Fig. 1: power grid
Scale bar: 50 µm. Pins as bars on the die edge.
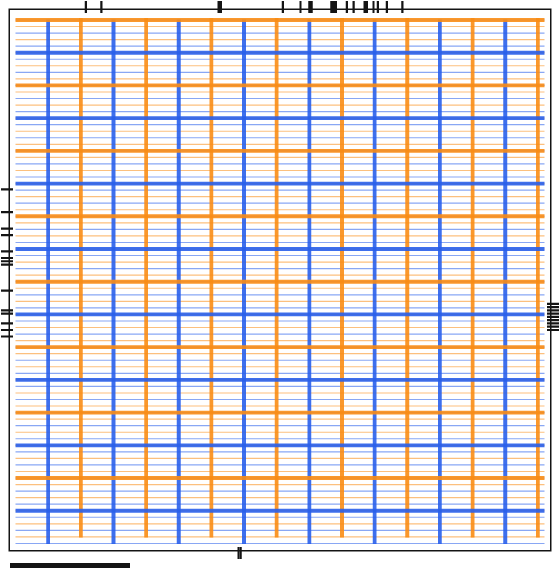
Fig. 2: cells colored by class
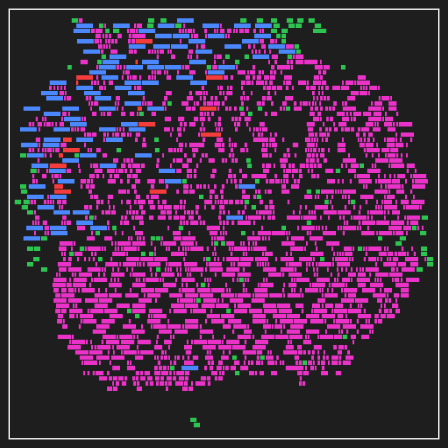
Fig. 3: routed clock nets over the placement
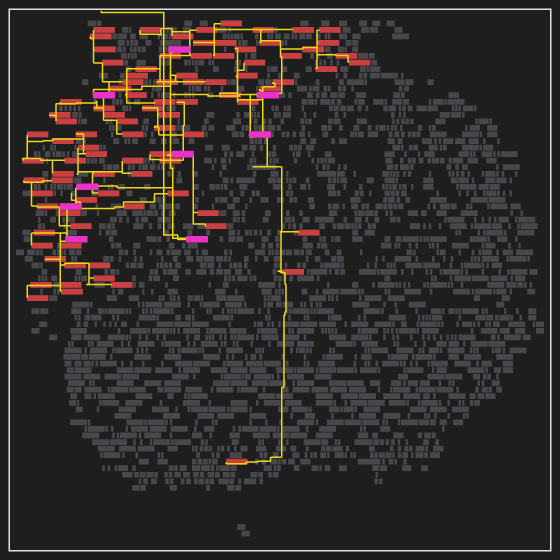
Fig. 4: metal layers overlaid
Scale bar: 50 µm.
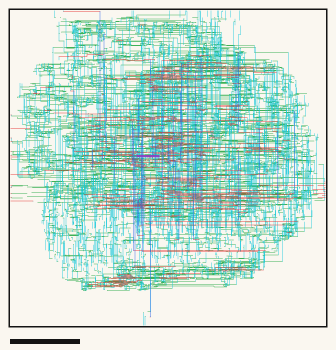
$ cat config.mk
export PLATFORM = sky130hd
export DESIGN_NAME = calc_stack
export DESIGN_NICKNAME = d
export VERILOG_FILES = /design/src/rtl/calc_stack_pkg.sv /design/src/rtl/calc_btn_edge.sv /design/src/rtl/calc_stack.sv
export SDC_FILE = /design/constraint.sdc
export NUM_CORES = 1
export LEC_CHECK = 0
export ABC_CLOCK_PERIOD_IN_PS = 8400
export CAP_MARGIN = 10
export CORE_MARGIN = 2
export CORE_UTILIZATION = 35
export CTS_CLUSTER_DIAMETER = 120
export DETAILED_ROUTE_END_ITERATION = 6
export PLACE_DENSITY = 0.58
export SYNTH_ARGS = -nofsm -noshare
export SYNTH_HDL_FRONTEND = slang
export SYNTH_SLANG_ARGS = --single-unit
export TNS_END_PERCENT = 30
$ cat constraint.sdc
create_clock -name clk -period 8.4 [get_ports clk]
set_input_delay 0.84 -clock clk [delete_from_list [all_inputs] [get_ports clk]]
set_output_delay 0.84 -clock clk [all_outputs]
set_load 0.05 [all_outputs]
$ cat src/rtl/calc_stack_pkg.sv
// Shared types and constants for the calc_stack calculator: ALU op codes,
// controller states and the bit positions of the op-select buttons.
package calc_stack_pkg;

  typedef enum logic [2:0] {
    OP_ADD = 3'd0,
    OP_SUB = 3'd1,
    OP_AND = 3'd2,
    OP_OR  = 3'd3,
    OP_XOR = 3'd4,
    OP_SLL = 3'd5,
    OP_SRA = 3'd6,
    OP_MUL = 3'd7
  } op_t;

  typedef enum logic [1:0] {
    ST_IDLE = 2'd0,
    ST_EXEC = 2'd1,
    ST_HOLD = 2'd2
  } state_t;

  localparam int OP_BIT_L = 2;
  localparam int OP_BIT_C = 1;
  localparam int OP_BIT_R = 0;

endpackage

$ cat src/rtl/calc_btn_edge.sv
// Two-flop synchroniser for an asynchronous button, followed by a
// previous-value flop so that each press yields a single-cycle event.
module calc_btn_edge (
  input  logic clk,
  input  logic rst,
  input  logic btn,
  output logic level,
  output logic press
);

  logic sync1, sync2, prev;

  always_ff @(posedge clk or posedge rst) begin
    if (rst) begin
      sync1 <= 1'b0;
      sync2 <= 1'b0;
      prev  <= 1'b0;
    end else begin
      sync1 <= btn;
      sync2 <= sync1;
      prev  <= sync2;
    end
  end

  assign level = sync2;
  assign press = sync2 & ~prev;

endmodule

$ cat src/rtl/calc_stack.sv
// Board calculator: signed accumulator with button-selected ALU ops, flags
// and a D-deep undo history. Define CALC_SAT_EN for saturating ADD/SUB/MUL.
module calc_stack
  import calc_stack_pkg::*;
#(
  parameter int W = 16,
  parameter int D = 4
) (
  input  logic                     clk,
  input  logic                     btnu,
  input  logic                     btnl,
  input  logic                     btnc,
  input  logic                     btnr,
  input  logic                     btnd,
  input  logic                     btn_undo,
  input  logic [W-1:0]             sw,
  output logic [W-1:0]             led,
  output logic                     zero,
  output logic                     ovf,
  output logic [$clog2(D+1)-1:0]   hist_cnt
);

  localparam int CW  = $clog2(D + 1);
  localparam int SHW = $clog2(W);
  localparam logic [CW-1:0] CNT_MAX = CW'(D);
  localparam logic [CW-1:0] CNT_ONE = CW'(1);

  logic exe_level, exe_press, undo_level, undo_press;

  calc_btn_edge u_exe_edge (
    .clk   (clk),
    .rst   (btnu),
    .btn   (btnd),
    .level (exe_level),
    .press (exe_press)
  );

  calc_btn_edge u_undo_edge (
    .clk   (clk),
    .rst   (btnu),
    .btn   (btn_undo),
    .level (undo_level),
    .press (undo_press)
  );

  state_t state_q, state_d;
  logic   do_commit, do_pop;

  always_ff @(posedge clk or posedge btnu) begin
    if (btnu) state_q <= ST_IDLE;
    else      state_q <= state_d;
  end

  // Execute beats undo when both press events land in the same cycle.
  always_comb begin
    state_d   = state_q;
    do_commit = 1'b0;
    do_pop    = 1'b0;
    case (state_q)
      ST_IDLE: begin
        if (exe_press) begin
          state_d = ST_EXEC;
        end else if (undo_press) begin
          state_d = ST_HOLD;
          do_pop  = 1'b1;
        end
      end
      ST_EXEC: begin
        state_d   = ST_HOLD;
        do_commit = 1'b1;
      end
      ST_HOLD: begin
        if (!exe_level && !undo_level) state_d = ST_IDLE;
      end
      default: state_d = ST_IDLE;
    endcase
  end

  logic [W-1:0]   acc;
  logic [W-1:0]   hist [D];
  logic [2:0]     op_bits;
  op_t            op;
  logic [W:0]     add_ext, sub_ext;
  logic [2*W-1:0] prod;
  logic [W-1:0]   result;
  logic           res_ovf, true_neg;

  always_comb begin
    op_bits           = '0;
    op_bits[OP_BIT_L] = btnl;
    op_bits[OP_BIT_C] = btnc;
    op_bits[OP_BIT_R] = btnr;
    op                = op_t'(op_bits);
  end

  assign add_ext = {acc[W-1], acc} + {sw[W-1], sw};
  assign sub_ext = {acc[W-1], acc} - {sw[W-1], sw};
  assign prod    = {{W{acc[W-1]}}, acc} * {{W{sw[W-1]}}, sw};

  // A sign-extended (W+1)-bit sum overflows when its top two bits disagree.
  always_comb begin
    result   = '0;
    res_ovf  = 1'b0;
    true_neg = 1'b0;
    case (op)
      OP_ADD: begin
        result   = add_ext[W-1:0];
        res_ovf  = add_ext[W] ^ add_ext[W-1];
        true_neg = add_ext[W];
      end
      OP_SUB: begin
        result   = sub_ext[W-1:0];
        res_ovf  = sub_ext[W] ^ sub_ext[W-1];
        true_neg = sub_ext[W];
      end
      OP_AND: result = acc & sw;
      OP_OR:  result = acc | sw;
      OP_XOR: result = acc ^ sw;
      OP_SLL: result = acc << sw[SHW-1:0];
      OP_SRA: result = W'($signed(acc) >>> sw[SHW-1:0]);
      OP_MUL: begin
        result   = prod[W-1:0];
        res_ovf  = (|prod[2*W-1:W-1]) && !(&prod[2*W-1:W-1]);
        true_neg = prod[2*W-1];
      end
      default: result = '0;
    endcase
`ifdef CALC_SAT_EN
    if (res_ovf) result = true_neg ? {1'b1, {(W-1){1'b0}}} : {1'b0, {(W-1){1'b1}}};
`endif
  end

  // History is a shift register: hist[0] is newest, the oldest falls off the end.
  always_ff @(posedge clk or posedge btnu) begin
    if (btnu) begin
      acc      <= '0;
      ovf      <= 1'b0;
      hist_cnt <= '0;
      for (int i = 0; i < D; i++) hist[i] <= '0;
    end else if (do_commit) begin
      for (int i = D - 1; i > 0; i--) hist[i] <= hist[i-1];
      hist[0] <= acc;
      acc     <= result;
      ovf     <= res_ovf;
      if (hist_cnt != CNT_MAX) hist_cnt <= hist_cnt + CNT_ONE;
    end else if (do_pop && hist_cnt != '0) begin
      for (int i = 0; i < D - 1; i++) hist[i] <= hist[i+1];
      hist[D-1] <= '0;
      acc       <= hist[0];
      ovf       <= 1'b0;
      hist_cnt  <= hist_cnt - CNT_ONE;
    end
  end

  assign led  = acc;
  assign zero = (acc == '0);

endmodule

==> summary.log <==
qor: outcome.outcome finished, final reports clean
qor: sta.final_hold_viol_count 0
qor: detailed_routing.route.vias.total 14857
qor: clocking.clock_tree_from_tritoncts built
qor: detailed_routing.drtIter0Drc 1359
qor: min_path.number_of_cells_traversed_by_the_worst_hold_path 0
qor: detailed_routing.post-route-drc-count 0
qor: worst_setup_path.reg_to_reg_endpoint ovf
qor: worst_setup_path.critical_path.max_stage_delay 0.56 ns
qor: sta.fin_worst_skew 0.0277 ns
qor: yosys.avgSynthCellArea 8.38 µm²
qor: clocking.htree_depth 3
qor: global_route.grt_first_pass_wirelength 88.7 mm
qor: worst_setup_path.worstSetupPathType input pin to register
qor: placed_design.placement.cell_area 0.0183 mm²
qor: sta.timing.hold.ws 0.365 ns
qor: worst_setup_path.worst_ep_required_time 8.64 ns
qor: worst_setup_path.arrival 8.03 ns
qor: global_route.grt-ovfl-total 0
qor: floorplan.die_h 224 µm
qor: placed_design.gpl.final_weighted_congestion 0.927
qor: final_layout.final_layout_size_suffix_gt1_frac 0.0634
qor: detailed_routing.detail-route-antenna-nets 0
qor: global_route.grt_pass1_vias 15010
qor: sta.post-route-worst-setup-slack 0.606 ns
qor: placed_design.place_ws 0.277 ns
qor: yosys.asr_flop_ratio_synth 1.00
qor: clocking.cts.root.buffer_cell sky130_fd_sc_hd__clkbuf_16
qor: placed_design.port_buffers 43
qor: final_layout.final_cell_area 0.0186 mm²
qor: global_route.groute.layer.met1.usage 0.326
qor: final_layout.final_common_cell sky130_fd_sc_hd__nand2_1
qor: final_layout.stdcell_count 2666
Back to the opening pictures, Fig. 1:
Key: VSS = blue; VDD = orange
16 straps on met4. The core has 80 rows. 44 signal pins sit on the boundary. 16 straps on met5. 81 met1 rails follow the rows.

Back to the opening pictures, Fig. 2:
Key: all other logic = magenta [cells 1825, share of their area 80%]; flip-flops = blue [cells 92, share of their area 13%]; clock drivers and dummy loads = red [cells 16, share of their area 1.7%]; other buffers and delay cells = green [cells 118, share of their area 5.6%]

Back to the opening pictures, Fig. 3:
Key: cells driving clock nets = magenta [count 9]; flip-flops = red [count 92]; clock wires = yellow [length 1500 µm]
There are 10 routed clock nets.

Back to the opening pictures, Fig. 4:
Key: met4 = blue [wire length 1910 µm]; met2 = cyan [wire length 24.8 mm]; met1 = green [wire length 24.8 mm]; met5 = purple [wire length 14.7 µm]; met3 = red [wire length 5290 µm]

## cells by family after synthesis
kind of cell	synth area share
compound gates	0.158
simple gates	0.153
flops	0.135
fa+ha+maj	0.409
mux	0.0185
buf+inv	0.0961
xor+xnor	0.0299
## state kept, by name (all words and copies together) (netlist names)
register / cells
hist_cnt: 3
u_exe_edge.level: 1
u_exe_edge.sync1: 1
ovf: 1
u_exe_edge.prev: 1
led: 16
hist: 64
u_undo_edge.prev: 1
u_undo_edge.level: 1
state_q: 2
u_undo_edge.sync1: 1
## layout make-up
cell class / count / area [µm²] / area share
Multi-Input combinational cell: 1515 / 13100 / 0.702
Sequential cell: 92 / 2300 / 0.123
Inverter: 310 / 1170 / 0.0625
Timing Repair Buffer: 118 / 1010 / 0.0539
Tap cell: 615 / 769 / 0.0413
Clock buffer: 13 / 260 / 0.0140
Clock inverter: 3 / 45.0 / 0.00242
## worst max-delay path: cells and delay by family
kind	cells	cell delay, ns
xor gates and xnor gates	1	0.21
AOI/OAI and AO/OA	6	1.55
adders and majority gates	8	3.51
and+or+nand+nor	3	0.94
buffers and inverters	4	0.97
## routing by layer
layer,wire (µm),share of wire,vias up
met3,5290,0.093,88
met5,14,0.00025,-
met1,24800,0.44,7492
li1,-,-,6620
met2,24800,0.44,655
met4,1900,0.033,2
## worst max-delay path by stage
stage	from	to	slack, ns	cells past startpoint
4_1_cts	sw[8]	ovf	0.67	22
3_5_place_dp	sw[8]	ovf	0.28	22
5_1_grt	sw[10]	ovf	0.18	20
2_1_floorplan	sw[1]	ovf	0.48	26
3_3_place_gp	sw[10]	ovf	0.34	21
6_report	sw[8]	ovf	0.61	22
## cell usage after synthesis (6+ instances only)
cell	count	share of area
sky130_fd_sc_hd__clkinv_1	9	0.0020
sky130_fd_sc_hd__a221oi_1	13	0.0067
sky130_fd_sc_hd__a21oi_1	102	0.030
sky130_fd_sc_hd__o221ai_1	6	0.0031
sky130_fd_sc_hd__dfrtp_1	92	0.14
sky130_fd_sc_hd__ha_1	132	0.097
sky130_fd_sc_hd__a21o_1	9	0.0040
sky130_fd_sc_hd__xor2_1	15	0.0077
sky130_fd_sc_hd__nor3_1	25	0.0074
sky130_fd_sc_hd__a211oi_1	14	0.0062
sky130_fd_sc_hd__xnor2_1	43	0.022
sky130_fd_sc_hd__o21ai_0	105	0.031
sky130_fd_sc_hd__buf_1	22	0.0049
sky130_fd_sc_hd__o31ai_1	7	0.0031
sky130_fd_sc_hd__nand3_1	21	0.0062
sky130_fd_sc_hd__clkbuf_1	80	0.018
sky130_fd_sc_hd__nand2b_1	10	0.0037
sky130_fd_sc_hd__fa_1	265	0.31
sky130_fd_sc_hd__nand4_1	7	0.0026
sky130_fd_sc_hd__mux2i_1	19	0.011
sky130_fd_sc_hd__nand2_1	323	0.071
sky130_fd_sc_hd__nor4_1	7	0.0026
sky130_fd_sc_hd__inv_1	296	0.065
sky130_fd_sc_hd__a31oi_1	11	0.0040
sky130_fd_sc_hd__and3_1	7	0.0026
sky130_fd_sc_hd__nor2_1	189	0.042
sky130_fd_sc_hd__a22oi_1	59	0.026
sky130_fd_sc_hd__o22ai_1	14	0.0051
sky130_fd_sc_hd__o211ai_1	10	0.0044
